$ cat src/rtl/roulette_spinner.sv
// Roulette lamp spinner: steps a one-hot ring of 8 LEDs, decelerates, and stops on a target.
// Optional result blink before spin_done is enabled by defining ROULETTE_BLINK_EN.
module roulette_spinner #(
  parameter logic [15:0] BASE_DIV   = 16'd50000,
  parameter logic [15:0] DECEL      = 16'd25000,
  parameter logic [2:0]  LAPS       = 3'd3,
  parameter logic [5:0]  SLOW_STEPS = 6'd6,
  parameter logic [15:0] BLINK_DIV  = 16'd50000
) (
  input  logic       clk,
  input  logic       rst,
  input  logic       start_spin,
  input  logic       force_valid,
  input  logic [2:0] force_target,
  output logic       busy,
  output logic       spin_done,
  output logic [2:0] roulette_pos,
  output logic [7:0] led
);

  if (BASE_DIV < 16'd2 || LAPS == 3'd0 || SLOW_STEPS == 6'd0 || SLOW_STEPS > 6'd8 ||
      BLINK_DIV == 16'd0) begin : g_bad_param
    $error("roulette_spinner: parameter out of range");
  end

`ifdef ROULETTE_BLINK_EN
  typedef enum logic [1:0] {IDLE = 2'd0, RUN = 2'd1, BLINK = 2'd2} state_t;
`else
  typedef enum logic [1:0] {IDLE = 2'd0, RUN = 2'd1} state_t;
`endif

  state_t      state_q, state_d;
  logic [2:0]  pos_q, pos_d;
  logic [7:0]  led_q, led_d;
  logic        busy_q, busy_d;
  logic        done_q, done_d;
  logic [15:0] div_cnt_q, div_cnt_d;
  logic [15:0] period_q, period_d;
  logic [5:0]  steps_q, steps_d;
  logic [15:0] lfsr_q, lfsr_d;
  logic [2:0]  target;
`ifdef ROULETTE_BLINK_EN
  logic [15:0] blink_cnt_q, blink_cnt_d;
  logic [2:0]  half_q, half_d;
`endif

  function automatic logic [7:0] onehot(input logic [2:0] p);
    return 8'd1 << p;
  endfunction

  function automatic logic [15:0] sat_add(input logic [15:0] a, input logic [15:0] b);
    logic [16:0] s;
    s = {1'b0, a} + {1'b0, b};
    return s[16] ? 16'hFFFF : s[15:0];
  endfunction

  assign target = force_valid ? force_target : lfsr_q[2:0];

  always_comb begin
    state_d   = state_q;
    pos_d     = pos_q;
    led_d     = led_q;
    busy_d    = busy_q;
    done_d    = 1'b0;
    div_cnt_d = div_cnt_q;
    period_d  = period_q;
    steps_d   = steps_q;
    // x^16+x^14+x^13+x^11+1, left-shifting Fibonacci form
    lfsr_d    = {lfsr_q[14:0], lfsr_q[15] ^ lfsr_q[13] ^ lfsr_q[12] ^ lfsr_q[10]};
`ifdef ROULETTE_BLINK_EN
    blink_cnt_d = blink_cnt_q;
    half_d      = half_q;
`endif
    case (state_q)
      IDLE: begin
        if (start_spin) begin
          steps_d   = {LAPS, 3'b000} + {3'b000, target - pos_q};
          div_cnt_d = 16'd0;
          period_d  = BASE_DIV;
          busy_d    = 1'b1;
          state_d   = RUN;
        end
      end
      RUN: begin
        div_cnt_d = div_cnt_q + 16'd1;
        if (div_cnt_q == period_q - 16'd1) begin
          div_cnt_d = 16'd0;
          pos_d     = pos_q + 3'd1;
          led_d     = onehot(pos_q + 3'd1);
          steps_d   = steps_q - 6'd1;
          if (steps_q <= SLOW_STEPS) period_d = sat_add(period_q, DECEL);
          if (steps_q == 6'd1) begin
`ifdef ROULETTE_BLINK_EN
            // Result blink starts with the lamp dark for one half-period.
            led_d       = 8'h00;
            blink_cnt_d = 16'd0;
            half_d      = 3'd0;
            state_d     = BLINK;
`else
            done_d  = 1'b1;
            busy_d  = 1'b0;
            state_d = IDLE;
`endif
          end
        end
      end
`ifdef ROULETTE_BLINK_EN
      BLINK: begin
        blink_cnt_d = blink_cnt_q + 16'd1;
        if (blink_cnt_q == BLINK_DIV - 16'd1) begin
          blink_cnt_d = 16'd0;
          if (half_q == 3'd5) begin
            led_d   = onehot(pos_q);
            done_d  = 1'b1;
            busy_d  = 1'b0;
            state_d = IDLE;
          end else begin
            half_d = half_q + 3'd1;
            led_d  = half_q[0] ? 8'h00 : onehot(pos_q);
          end
        end
      end
`endif
      default: state_d = IDLE;
    endcase
  end

  always_ff @(posedge clk or posedge rst) begin
    if (rst) begin
      state_q   <= IDLE;
      pos_q     <= 3'd0;
      led_q     <= 8'h01;
      busy_q    <= 1'b0;
      done_q    <= 1'b0;
      div_cnt_q <= 16'd0;
      period_q  <= BASE_DIV;
      steps_q   <= 6'd0;
      lfsr_q    <= 16'hACE1;
    end else begin
      state_q   <= state_d;
      pos_q     <= pos_d;
      led_q     <= led_d;
      busy_q    <= busy_d;
      done_q    <= done_d;
      div_cnt_q <= div_cnt_d;
      period_q  <= period_d;
      steps_q   <= steps_d;
      lfsr_q    <= lfsr_d;
    end
  end

`ifdef ROULETTE_BLINK_EN
  always_ff @(posedge clk or posedge rst) begin
    if (rst) begin
      blink_cnt_q <= 16'd0;
      half_q      <= 3'd0;
    end else begin
      blink_cnt_q <= blink_cnt_d;
      half_q      <= half_d;
    end
  end
`endif

  assign busy         = busy_q;
  assign spin_done    = done_q;
  assign roulette_pos = pos_q;
  assign led          = led_q;

endmodule

$ cat config.mk
export PLATFORM = sky130hd
export DESIGN_NAME = roulette_spinner
export DESIGN_NICKNAME = d
export VERILOG_FILES = /design/src/rtl/roulette_spinner.sv
export SDC_FILE = /design/constraint.sdc
export NUM_CORES = 1
export LEC_CHECK = 0
export ABC_AREA = 1
export CORE_MARGIN = 4
export CORE_UTILIZATION = 55
export CTS_BUF_LIST = sky130_fd_sc_hd__clkbuf_4
export DETAILED_ROUTE_END_ITERATION = 10
export GPL_ROUTABILITY_DRIVEN = 0
export GPL_TIMING_DRIVEN = 1
export PLACE_DENSITY = 0.77
export SYNTH_ARGS = -nofsm -noshare
export SYNTH_HDL_FRONTEND = slang
export SYNTH_SLANG_ARGS = --single-unit
$ cat constraint.sdc
create_clock -name clk -period 2.2 [get_ports clk]
set_input_delay 0.55 -clock clk [delete_from_list [all_inputs] [get_ports clk]]
set_output_delay 0.55 -clock clk [all_outputs]
set_load 0.03 [all_outputs]
Figure 1. Placement density heat map (run 1).
Scale: 4 px per um. The die is cut into 10 by 10 equal tiles; white is low, dark blue is high, 0 to 100% covered.
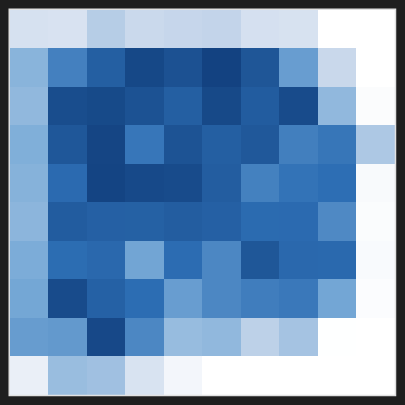
The densest ninth of the die: center. 11% of the tiles are nearly empty. 39% of the tiles are over 75% full. The mean over all tiles is 54%. The emptiest ninth of the die: south-east.
final core utilization: 68.5%
core area: 7410 um2
Initial Utilization: 57.7%

Figure 2. Clock routing (run 1).
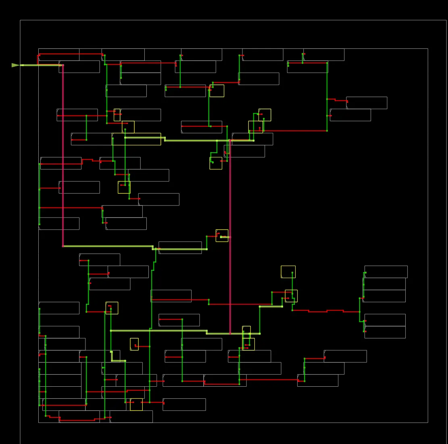
clkbuf count: 9
clock latency reported for the late side of the worst-skew pair: 0.43 ns
clock group total power: 0.826 mW
CTS Buf Count: 9

Figure 3. The metal 4 layer (run 1).
Scale: 6 px per um. Supply wires on this layer in gray.
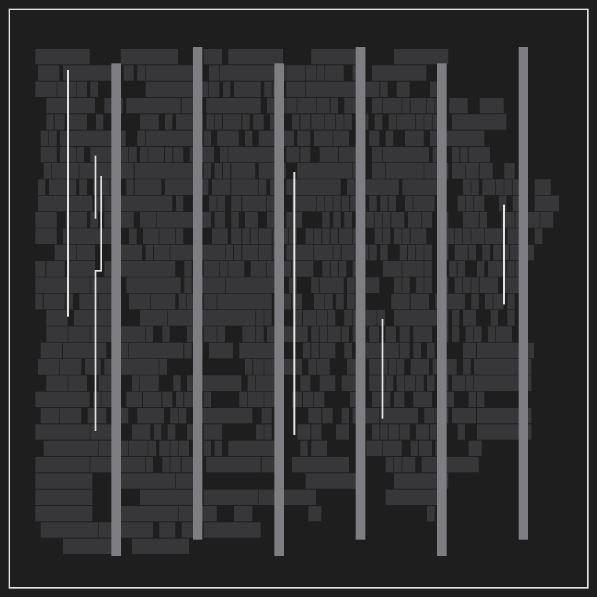
The layer carries 170 um of wire. 6 nets have wire on it. The longest straight run is 43.5 um. The layer holds 1.6% of the routed length.
vias after detailed routing: 3864
overall routed net length: 10500 um

==> results.txt, run 1 <==
Notes on the flow outputs.

- The capture endpoint of the worst hold path reads lfsr_q[9].
- The worst hold path passes through 0 cells.
- Excluding fillers, the count of instances in the completed layout stands at 695.
- The clock tree synthesis step divided the H-tree into 3 levels.
- The flow ran to the end, and the final reports show no timing, DRC or antenna violations.
- In the power breakdown, the internal column shows 2.22 mW.
- In this run the count of I/O pins placed on the die edge is 20.
- The number of buffers on the longest clock path reads 2.
- The kind of start point of the critical path reads a flop.
- The prevailing logic family in the synthesized netlist reads simple AND/OR/NAND/NOR gates.
- Setup repair after global routing could not meet its margin everywhere.
- The achievable clock frequency reads 0.461 GHz.
- The number of buffers and inverters on the critical path reads 2.
- Per STA, the startpoint of the critical path is period_q[3].
- Counting flops and latches in the post-synthesis netlist gives 65.
- The number of flops mapped to enable cells by yosys is 0.
- The post-synthesis adder-cell area fraction is around 4.3%.
- The overall die size recorded for this design is 9250 um2.
- The number of cell instances after yosys synthesis reads 550.
- The synthesized netlist occupies a cell area of ~4300 um2.
- The count of maximum capacitance violations reads 0.
- The critical path start-end classification reads reg -> reg.
- The final layout reports a setup TNS of 0 ns.
- The source of the worst register-to-register timing path is period_q[3].
- The family with the most delay on the worst path is simple AND/OR/NAND/NOR gates.
- The cell count along the critical path reads 15.
- The worst reg2reg path endpoint is period_q[10].
- The power attributed to combinational cells reads around 1.4 mW.
- The cell count after synthesis came out at 550.
- At the pin with the least slew margin, the transition time is 0.705 ns.
- The DRC violation total after the first TritonRoute iteration is ~310.
- The first-pass GRT wire length is 17300 um.
- The kind of end point of the critical path is a flop.
- Hold is met by between 0.3 and 0.4 ns.
- The clock group share of total power is 22.0%.
- The final antenna diode count reads 0.
- The flop-to-flop setup slack reads 0.03 ns.
- The via density per instance reads approximately 5.6.
- The share of the cycle needed by the critical path after routing reads 98.7%.
- The required time of the worst setup path is 2.51 ns.
- The stage-log warning count is 35.
- Once layout is done, the placed cells without fillers occupy 5070 um2.
- The net load switching power reads 1.54 mW.
- Of the cells placed in the final design, the portion with a size suffix greater than 1 is 22.8%.
- The via count of the first global-routing pass is 3760.
- The static leakage is 2.47 nW.
- For the sequential group, total power comes out at 1.56 mW.
- The predominant post-synthesis flop cell is sky130_fd_sc_hd__dfrtp_1.
- The quantity of I/O buffers inserted on ports is 19.
- The registers reported with the highest flop counts are div_cnt_q (16), lfsr_q (16), period_q (14).
- The multiplexer fraction of the synthesized cell area reads 0.702%.
- The and-or/or-and share of the synthesized area reads 6.55%.
- The sequential area share after synthesis reads 38.5%.
- The average wire per standard cell is ~15 um.
- The dominant power group is sequential cells.
- The sink count of the clock tree is 65.
- The hold violation count in the final report reads 0.
- The class of the worst hold path is reg -> reg.
- Checking max transition, the worst relative margin is 52.9%.
- In the final run the clock tree shows a worst skew of 0.00924 ns.
- The cell with the largest stage delay on the worst path is sky130_fd_sc_hd__dfrtp_1.
- The end-of-flow timing check tallies setup violations at 0.
- The die height is 96.2 um.
- In this run the layout overhead on the synthesized area is reported as 18.6%.
- The design draws 3.76 mW.
- A synthesized cell averages 7.78 um2.
- The cell at the root of the clock tree reads sky130_fd_sc_hd__clkbuf_4.
- The yosys-reported design area after synthesis is 4280 um2.
- The count of warnings emitted by yosys reads 0.
- The report lists the cells along the critical path as inv_2, ha_4, inv_2, nor2_4, nand2_4, nor2_8, nand3b_2, nand2_2, nand2_4, nor2_8, nand3_4, nand2_8, nand3_4, nand2_1, nand2_1.
- The overall fraction of global-route tracks in use is between 20% and 30%.
- The maximum number of pins on one net before global-route repair is 66.
- Per report_power, the sequential group accounts for 41.4% of the total.
## run 1: layer usage
metal  global-route usage [%]  part of all wire [%]  vias to the layer above
li1                         -                     -                     1851
met1                     31.7                    43                     1854
met3                     5.24                   7.1                       14
met4                     8.29                   1.6                        0
met5                        0                     0                        -
met2                     40.0                    48                      145
## run 1: repair_timing
action | in CTS | in global routing
endpoints found under the setup margin | 40 | 49
gates cloned | 1 | 3
buffers inserted | 2 | 4
pin swaps | 10 | 18
hold buffers | 0 | 0
gates resized | 13 | 55
## run 1: cell type report
| class | instances | area, um2 |
|---|---|---|
| multi-input combinational | 410 | 2490 |
| inverter | 57 | 216 |
| fill | 587 | 2340 |
| clock inverter | 7 | 70.1 |
| clock buffer | 9 | 67.6 |
| timing repair buffer | 48 | 459 |
| sequential | 65 | 1650 |
| tap | 99 | 124 |
## run 1: Yosys cell counts (9+ instances only)
| library cell | count | share of area, % |
|---|---|---|
| sky130_fd_sc_hd__o22ai_1 | 10 | 1.5 |
| sky130_fd_sc_hd__dfrtp_1 | 50 | 29 |
| sky130_fd_sc_hd__nor3_1 | 10 | 1.2 |
| sky130_fd_sc_hd__nor2_1 | 39 | 3.4 |
| sky130_fd_sc_hd__xor2_1 | 26 | 5.3 |
| sky130_fd_sc_hd__nand4_1 | 23 | 3.4 |
| sky130_fd_sc_hd__nand2_1 | 171 | 15 |
| sky130_fd_sc_hd__inv_1 | 52 | 4.6 |
| sky130_fd_sc_hd__dfstp_2 | 15 | 9.2 |
| sky130_fd_sc_hd__nand3_1 | 30 | 3.5 |
| sky130_fd_sc_hd__xnor2_1 | 13 | 2.7 |
| sky130_fd_sc_hd__a21oi_1 | 9 | 1.1 |
| sky130_fd_sc_hd__o21ai_0 | 18 | 2.1 |
| sky130_fd_sc_hd__ha_1 | 13 | 3.8 |
==> run 2, diff against run 1 <==
--- a/config.mk
+++ b/config.mk
@@ -7,12 +7,13 @@
 export LEC_CHECK = 0
 export ABC_AREA = 1
 export CORE_MARGIN = 4
-export CORE_UTILIZATION = 55
+export CORE_UTILIZATION = 57
 export CTS_BUF_LIST = sky130_fd_sc_hd__clkbuf_4
 export DETAILED_ROUTE_END_ITERATION = 10
 export GPL_ROUTABILITY_DRIVEN = 0
 export GPL_TIMING_DRIVEN = 1
-export PLACE_DENSITY = 0.77
+export PLACE_DENSITY = 0.79
+export SKIP_LAST_GASP = 1
 export SYNTH_ARGS = -nofsm -noshare
 export SYNTH_HDL_FRONTEND = slang
 export SYNTH_SLANG_ARGS = --single-unit
Figure 4. Register map, names as in the netlist (run 2).
Scale: 4 px per um. Other sequential cells in the stronger gray, the rest of the logic in the fainter gray.
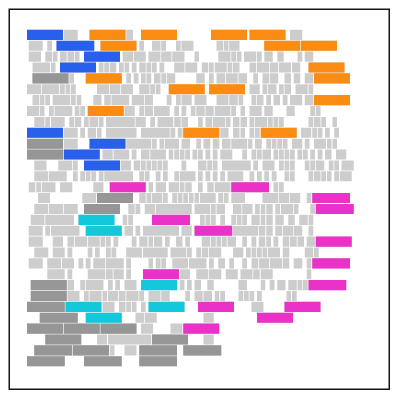
Key: orange = div_cnt_q [sequential cells 16]; magenta = period_q [sequential cells 14]; cyan = steps_q [sequential cells 6, where south-west]; blue = led [sequential cells 8, where north-west]
Sequential Power: 1.55 mW
fraction of area in registers: 33.4%
FF+latch area: 1650 um2
final core utilization: 67.6%

Figure 5. Placement density heat map (run 2).
Scale: 4 px per um. The die is cut into 9 by 9 equal tiles; white is low, dark blue is high, 0 to 100% covered.
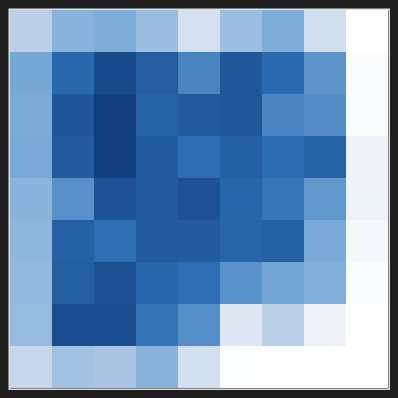
The emptiest ninth of the die: south-east. 38% of the tiles are over 75% full. The mean over all tiles is 54%. The fullest tile reaches 94%. The densest ninth of the die: center.
core area: 7290 um2
Initial Utilization: 58.6%

==> run 2 against run 1 <==
  * Setup slack got worse by 0.0019 ns
  * Combinational power fell by 6%
  * Synthesized cell count did not move
  * Core utilization fell by 0.86 points
  * Highest routed layer unchanged
==> results.txt, run 2 <==
Notes on the flow outputs.

- The floorplan has 31 rows.
- The number of nets produced by synthesis reads approximately 570.
- After synthesis, the design contains 550 cells according to Yosys.
- The die is about 95 um tall.
- Summed over all instances, the cell type with the most area after synthesis is sky130_fd_sc_hd__dfrtp_1.
- The chip area reads 8950 um2.
- The layout overhead on the synthesized area is 15.3%.
- CTS placed an instance of sky130_fd_sc_hd__clkbuf_4 at the clock tree root.
- The flop-to-flop setup slack reads approximately 0.028 ns.
- The clock transition at the registers of the reported paths is about 0.13 ns.
- The post-detailed-route count of antenna-violating nets reads 0.
- The maximum single-stage delay on the critical path is 0.66 ns.
- The combined area of all synthesized cells reads 4280 um2.
- The global routing report lists combined usage of all routing layers as roughly 25%.
- The script logs the mean routed wire length per placed instance as approximately 15 um.
- The total wire length reads 10300 um.
- The average size of a mapped cell is 7.78 um2.
- The cell with the largest stage delay on the worst path is sky130_fd_sc_hd__dfstp_2.
- In the synthesized netlist, the number of instances is about 550.
- The via count of the first global-routing pass is 3744.
- The residual overflow from global routing reads 0.
- The remaining design rule violation count is 0.
- The via density per instance is 5.58.
- According to the I/O placement log, the pin count is 20.
- The analysis attributes to cell leakage a power of 2.43 nW.
- The worst-case clock skew is 0.0228 ns.
- TritonCTS built the clock tree.
- The last timing report of the flow puts the setup violation total at 0.
- The largest registers in the layout are div_cnt_q (16), lfsr_q (16), period_q (14).
- The final total negative setup slack reads 0 ns.
- The placed wire-length estimate is 7140 um.
- Per the synthesis report, the single largest cell type by area occupies 29.3% of cell area.
- Yosys mapped a number of flops with a built-in enable equal to 0.
- According to the CTS report, the clock sink count is 65.
- The timing report attributes the biggest portion of critical-path delay to simple AND/OR/NAND/NOR gates.
- The H-tree was split into 3 levels.
- The number of distinct library cells after synthesis reads roughly 40.
- Per the final report, max-transition violations number 0.
- STA classifies the critical path startpoint as a flop.
- The clock passes through at most 2 buffers.
- The required time of the worst setup path is 2.52 ns.
- The library cells used most frequently in the layout, excluding fill and tap cells, are sky130_fd_sc_hd__nand2_1 (168), sky130_fd_sc_hd__dfrtp_1 (49), sky130_fd_sc_hd__inv_1 (46).
- The tightest slew margin relative to the limit is 53.3%.
- The power density of the placed cells is 753 nW/um2.
- The total clock buffers created by CTS reads 9.
- The sequential area share after synthesis is between 30% and 40%.
- The worst-path maximum fanout is 7.
- By instance count after routing, the leading logic cell type is sky130_fd_sc_hd__nand2_1.
- The run finished with clean final reports.
- The quantity of I/O buffers inserted on ports reads 19.
- After the first detailed-routing iteration, the DRC count stood at 237.
- The async set-reset flop share out of synthesis is 100%.
- The transition time at the pin with the least slew margin is approximately 0.7 ns.
- The count of warnings emitted by yosys is 0.
- The OpenROAD report gives the critical path a data arrival time of 2.49 ns.
- Prior to clock tree synthesis, the placed netlist has a worst setup slack of -0.236 ns.
- The initial antenna violation count reads 0.
- The critical path start-end classification reads reg -> reg.
- Traced cell by cell, the critical path runs through inv_1, nand2_1, nor2_4, nand2_1, nand2_1, nor2_1, nand3_2, nor2_8, nand3_4, nand2_8, nand3_4, nand2_1, nand2_1.
- The first-pass GRT wire length reads 17600 um.
- The multi-input combinational cell area is between 2000 and 2500 um2.
- Setup repair after global routing could not meet its margin everywhere.
- The synthesis run shows the most used standard cells to be sky130_fd_sc_hd__nand2_1 (171), sky130_fd_sc_hd__inv_1 (52), sky130_fd_sc_hd__dfrtp_1 (50).
- In the final layout, the fill cell count is 633.
- The critical path in the final layout is reported with a setup slack of 0.0277 ns.
- The final-layout worst hold slack reads 0.364 ns.
- The worst setup path is captured at a flop.
- The share of the cycle needed by the critical path after routing reads 98.7%.
- The most common cell in the synthesized netlist is sky130_fd_sc_hd__nand2_1.
- The path class of the tightest hold or removal check is reg -> reg.
- The count of maximum capacitance violations reads 0.
- The hold violation count in the final report reads 0.
- The predominant post-synthesis flop cell is sky130_fd_sc_hd__dfrtp_1.
- Entering global routing, the biggest net connects 66 pins.
- Ranked by total cell area, the synthesized netlist is headed by sky130_fd_sc_hd__dfrtp_1 (29%), sky130_fd_sc_hd__nand2_1 (15%), sky130_fd_sc_hd__dfstp_2 (9.2%), sky130_fd_sc_hd__xor2_1 (5.3%), sky130_fd_sc_hd__inv_1 (4.6%).
- The count of hold buffers inserted by post-cts repair is 0.
- The stage-log warning count is 34.
- The final antenna diode tally reported by the flow is 0.
- Per the synth log, the flip-flop and latch total comes to 65.
- The chip width reads 94.6 um.
- The fraction of final layout cells with drive strength greater than 1 reads 18.8%.
- The smallest clock period supported by the final layout is computed as roughly 2.2 ns.
- For the worst-skew pair, the clock arrives at the later sink with an insertion delay of 0.44 ns.
- The cell repeated most along the worst path is sky130_fd_sc_hd__nand2_1.
- For this block, the via count after detailed routing is 3845.
- The achievable clock frequency reads 0.460 GHz.
- The number of nets in the finished design reads 606.
- The number of buffers and inverters on the critical path is 1.
- The yosys-reported design area after synthesis is 4280 um2.
- The total iterations of the first detailed-routing run is 5.
- The worst ir drop on vdd is 0.588 mV.
-- run 2: report_power, final --
part / switching [mW] / total (mW) / internal, mW
sequential: 0.204 / 1.55 / 1.35
combinational: 0.823 / 1.30 / 0.476
clock: 0.506 / 0.862 / 0.355
-- run 2: repair_timing --
item,in CTS,in global routing
resized,6,37
setup buffers,0,2
cloned,1,1
setup endpoints to repair,29,47
pin swaps,0,21
endpoints found under the hold margin,0,0
-- run 2: final timing paths --
path                                      to  depth (start not counted)   startpoint
min in group asynchronous         steps_q[2]                          3          rst
worst max-delay path            period_q[11]                         13  period_q[6]
worst max register to register  period_q[11]                         13  period_q[6]
worst min register to register     lfsr_q[4]                          0    lfsr_q[3]
worst min-delay path               lfsr_q[4]                          0    lfsr_q[3]
max in group asynchronous         lfsr_q[15]                          3          rst
-- run 2: metrics by stage --
step	total power [mW]	cell area, um2	std cells
2_1_floorplan	2.49	4280	550
3_3_place_gp	2.72	4630	669
3_5_place_dp	2.77	4630	669
4_1_cts	3.65	4790	686
5_1_grt	3.96	4930	689
6_report	3.71	4930	689
-- run 2: routing by layer --
metal	GRT usage (%)	share of wire (%)	up-vias	wire length (um)
li1	-	-	1846	-
met1	34.3	43	1787	4420
met3	4.38	7.2	38	740
met4	11.2	3.5	0	366
met2	39.2	46	174	4790
met5	0	0	-	0
-- run 2: cell families after synthesis --
group,count (synthesis),synth area share (%)
AND-OR/OR-AND,47,6.55
XOR/XNOR,39,7.99
adder cells (fa/ha/maj),14,4.27
buffers and inverters,78,8.54
flip-flops,65,38.5
multiplexers,3,0.702
AND/OR/NAND/NOR,304,33.5
-- run 2: final cells by class --
type	instances	area share, %
timing repair buffer	43	8.17
clock buffer	9	1.37
clock inverter	7	1.57
sequential	65	33.4
inverter	57	4.34
tap	99	2.51
multi-input combinational	409	48.6
==> run 3, diff against run 2 <==
==> config.mk (replaced) <==
export PLATFORM = sky130hd
export DESIGN_NAME = roulette_spinner
export DESIGN_NICKNAME = d
export VERILOG_FILES = /design/src/rtl/roulette_spinner.sv
export SDC_FILE = /design/constraint.sdc
export NUM_CORES = 1
export LEC_CHECK = 0
export ABC_AREA = 0
export CORE_MARGIN = 4
export CORE_UTILIZATION = 56
export CTS_BUF_LIST = sky130_fd_sc_hd__clkbuf_8
export DETAILED_ROUTE_END_ITERATION = 10
export GPL_ROUTABILITY_DRIVEN = 0
export GPL_TIMING_DRIVEN = 1
export PLACE_DENSITY = 0.78
export SKIP_LAST_GASP = 1
export SYNTH_ARGS = -nofsm -noshare
export SYNTH_HDL_FRONTEND = slang
export SYNTH_SLANG_ARGS = --single-unit
Figure 6. Placement density heat map (run 3).
Scale: 4 px per um. The die is cut into 9 by 9 equal tiles; white is low, dark blue is high, 0 to 100% covered.
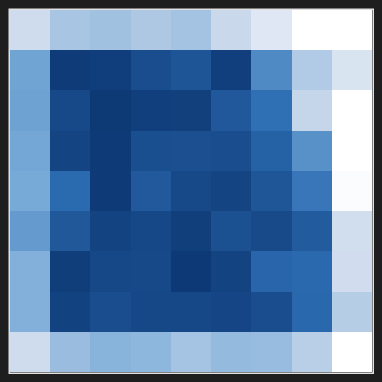
7.4% of the tiles are nearly empty. The mean over all tiles is 63%. 53% of the tiles are over 75% full. The densest ninth of the die: center.
final core utilization: 81.1%
Initial Utilization: 58.8%
core area: 6490 um2

Figure 7. Clock routing (run 3).
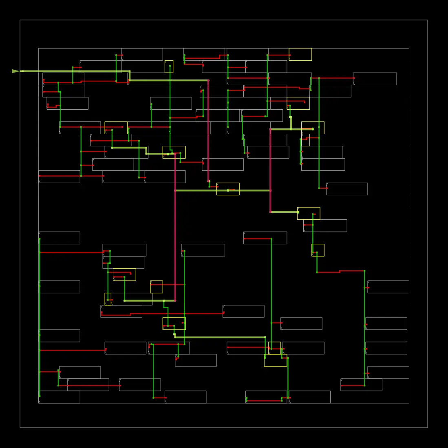
clock latency reported for the late side of the worst-skew pair: 0.35 ns
Num Clock Sinks: 65
clkbuf count: 10

==> run 3 against run 2 <==
  * The flow now finishes with violations (negative setup slack)
  * Sequential cell count unchanged
  * Setup slack worse by 0.80 ns
  * Die area shrank 8.3%
  * Final cell count fell by 16%
  * Largest cell class unchanged
  * Core utilization up 13 points
  * Synthesized cell count down 27%
  * Highest routed layer unchanged
  * Cell area increased by 6.9%
  * Fmax is 27% lower
  * Clock power is 6.3% higher
  * Sequential share of layout area fell by 2.1 points
  * Via count fell by 7.0%
==> results.txt, run 3 <==
Notes on the flow outputs.

- The run finished, with violations left.
- The final reports fail on negative setup slack.
- The DRC violation total after the first TritonRoute iteration reads 274.
- The average size of a mapped cell reads 9.55 um2.
- The average wire per standard cell is between 15 and 20 um.
- The data arrival time of the critical path reads around 3.2 ns.
- The final antenna diode count reads 0.
- The clock transition at the registers of the reported paths is 0.07 ns.
- The stage logs contain a warning count of 36.
- The library cell with the highest instance count after synthesis is sky130_fd_sc_hd__nand2_1.
- The final period demand of the worst path is 2.97 ns.
- The beginning of the critical path is period_q[3].
- Hold is met by 0.351 ns.
- The post-detailed-route count of antenna-violating nets is 0.
- The setup violation total in the final timing report is just under 50.
- The share of the cycle needed by the critical path after routing is 135%.
- The overall power of the completed layout reads 3.41 mW.
- The cell at the root of the clock tree reads sky130_fd_sc_hd__clkbuf_8.
- The count of warnings emitted by yosys is 0.
- The total wire length is 11000 um.
- The family with the most delay on the worst path is AND-OR/OR-AND gates.
- The vertical die dimension reported for this design is 90.6 um.
- The via density per instance reads 6.15.
- The critical path start-end classification reads reg -> reg.
- The sequential area share after synthesis is 43.1%.
- The stat command in Yosys gives a chip area of 3820 um2.
- At the end of the flow, the number of nets in the layout was 521.
- Entering global routing, the biggest net connects around 40 pins.
- The final timing report lists clock skew as 0.0107 ns.
- The residual overflow from global routing is 0.
- The slack of the critical path reads -0.771 ns.
- The combined area of all synthesized cells reads around 3800 um2.
- The total of flip-flops plus latches after synthesis is between 60 and 70.
- The layout overhead on the synthesized area is 37.9%.
- The power density of the placed cells reads 647 nW/um2.
- The predominant post-synthesis flop cell reads sky130_fd_sc_hd__dfrtp_1.
- The chip width is 90.6 um.
- The number of flops mapped to enable cells by yosys is 0.
- The worst setup path is launched from a flop.
- The maximum single-stage delay on the critical path is 0.50 ns.
- The total iterations of the first detailed-routing run reads 6.
- By area the synthesized netlist is led by sky130_fd_sc_hd__dfrtp_1 (33%), sky130_fd_sc_hd__dfstp_2 (10%), sky130_fd_sc_hd__nand2_1 (5.7%), sky130_fd_sc_hd__o21ai_0 (5.2%), sky130_fd_sc_hd__xnor2_1 (4.4%).
- Excluding fillers, the count of instances in the completed layout stands at 582.
- In the routed design, unresolved DRC markers number 0.
- The largest registers in the layout are div_cnt_q (16), lfsr_q (16), period_q (14).
- The final design instance area without fill reads 5270 um2.
- The total count of max-transition violations in the final report is 0.
- The most common logic cells in the final layout are sky130_fd_sc_hd__buf_4 (74), sky130_fd_sc_hd__nand2_1 (56), sky130_fd_sc_hd__dfrtp_1 (49).
- The count of hold buffers inserted by post-cts repair is 0.
- The post-placement worst setup slack is -0.880 ns.
- The tightest slew margin relative to the limit is 56.9%.
- Per the CTS log, the buffer count on the longest clock path is 2.
- The quantity of I/O buffers inserted on ports is 19.
- The depth of the CTS H-tree reads 3.
- The number of instances in the synthesized netlist reads roughly 400.
- The net count after synthesis is 421.
- The async set-reset flop share out of synthesis is 100%.
- The cell sequence reported for the critical path is inv_2, ha_4, or4b_4, or3_4, a31oi_4, a21oi_4, buf_4, o41ai_4, buf_6, nor2b_1, o21ai_1, o31ai_1.
- The layout summary lists the proportion of cells stronger than drive strength 1 as about 37%.
- The transition time at the pin with the least slew margin reads 0.640 ns.
- The hold violation count in the final report is 0.
- Per the run summary, max-cap violations total 0.
- The share of the synthesized area in the top cell type is 32.7%.
- The final total negative setup slack reads -32.29 ns.
- Once detailed placement completed, the half-perimeter wirelength came to ~7000 um.
- The class of the worst hold path reads reg -> reg.
- The slowest stage of the critical path belongs to the cell sky130_fd_sc_hd__or4b_4.
- Per the TritonCTS log, the buffer count is 9.
- Once placement completed, the tool counted placed cells totaling about 550.
- The number of cell instances after yosys synthesis reads ~400.
- The static leakage is 2.31 nW.
- For reference, the placement row count at floorplan is 29.
- The worst-path maximum fanout is 5.
- The vias after detailed routing reads between 3000 and 4000.
- Per the post-run analysis, buffers plus inverters along the critical path come to 3.
- The initial antenna violation count is 0.
- Yosys reports that the most numerous cell types are sky130_fd_sc_hd__nand2_1 (58), sky130_fd_sc_hd__dfrtp_1 (50), sky130_fd_sc_hd__o21ai_0 (40).
- The number of top-level pins is 20.
- The largest total area in the synthesized netlist belongs to sky130_fd_sc_hd__dfrtp_1.
- The via count of the first global-routing pass was 3542.
- The CTS tree reads done.
- The kind of end point of the critical path is a flop.
- The startpoint identified for the worst register-to-register timing path is period_q[3].
- Derived from the worst setup path, the maximum achievable clock frequency is 0.337 GHz.
- Setup repair after global routing could not meet its margin everywhere.
- The launch point of the worst min-delay path is recorded as lfsr_q[3].
- The worst ir drop on vdd reads 0.439 mV.
- The chip area is 8210 um2.
- The library cell used most frequently in the layout, excluding fill and tap cells, is sky130_fd_sc_hd__buf_4.
- The number of distinct library cells after synthesis is 61.
- At the worst endpoint, the required time is 2.43 ns.
- The overall fraction of global-route tracks in use reads 26.3%.
- The first global-routing pass estimated 17200 um of wire.
- After detailed placement, the total cell area comes to 4720 um2.
==> run 3: cells by family after synthesis <==
logic type / Yosys count / share of synthesized area [%]
and+or+nand+nor: 154 / 22.0
AOI/OAI and AO/OA: 92 / 14.9
DFF: 65 / 43.1
buffers and inverters: 33 / 4.88
xor gates and xnor gates: 31 / 7.47
adders and majority gates: 14 / 4.78
muxes: 11 / 2.98
==> run 3: final timing paths <==
path | depth (start not counted) | endpoint | slack (ns)
setup / recovery | 12 | div_cnt_q[3] | -0.77
hold / removal | 0 | lfsr_q[4] | 0.35
setup reg to reg | 12 | div_cnt_q[3] | -0.77
hold reg to reg | 0 | lfsr_q[4] | 0.35
max in group asynchronous | 3 | period_q[9] | 1.31
min in group asynchronous | 2 | lfsr_q[14] | 0.40
==> run 3: what timing repair did <==
item,4_1_cts,5_1_grt
resized,42,22
buffers inserted,7,5
cloned,3,1
pin swaps,11,7
endpoints found under the setup margin,49,50
==> run 3: cell type report <==
cell class              count  area [um2]
clock buffers              10         138
clock inverters             6        36.3
fillers                   342        1230
inverters                  14        55.1
multi-input cells         303        2360
flip-flops and latches     65        1650
well taps                  77        96.3
repair buffers            107         932
==> run 3: routing by layer <==
metal  track usage, %  up-vias  share of wire [%]
li1                 -     1613                  -
met4             12.0        0                3.3
met5                0        -                  0
met1             33.0     1767                 41
met3             4.75       40                5.8
met2             43.9      157                 50
==> run 3: worst reg2reg max path: cells and delay by family (launching register included) <==
kind            cells  cell delay, ns
buf+inv             3            0.46
compound gates      5            0.94
fa+ha+maj           1            0.14
simple gates        3            0.92
flops               1            0.39
==> run 3: where the power goes <==
part	internal, mW	switching (mW)	total (mW)
clock network	0.431	0.485	0.916
registers	1.32	0.140	1.46
logic	0.508	0.526	1.03
total	2.26	1.15	3.41

==> layout pictures side by side <==
Routed metal, one color a layer.
Scale: 4 px per um.
panel A
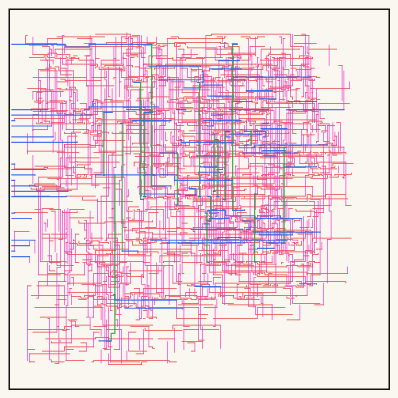
panel B
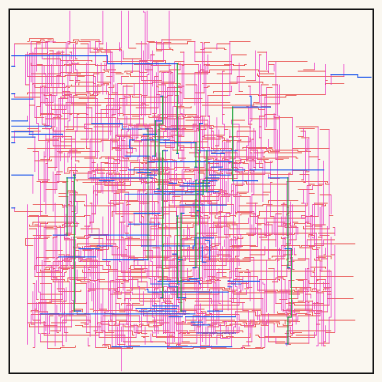
run 3: panel B
run 2: panel A

Key to panel A:
Key: green = met4 [wire length 367 um]; magenta = met2 [wire length 4790 um]; blue = met3 [wire length 741 um]; red = met1 [wire length 4420 um]

Power is estimated from default activity; no workload was simulated.
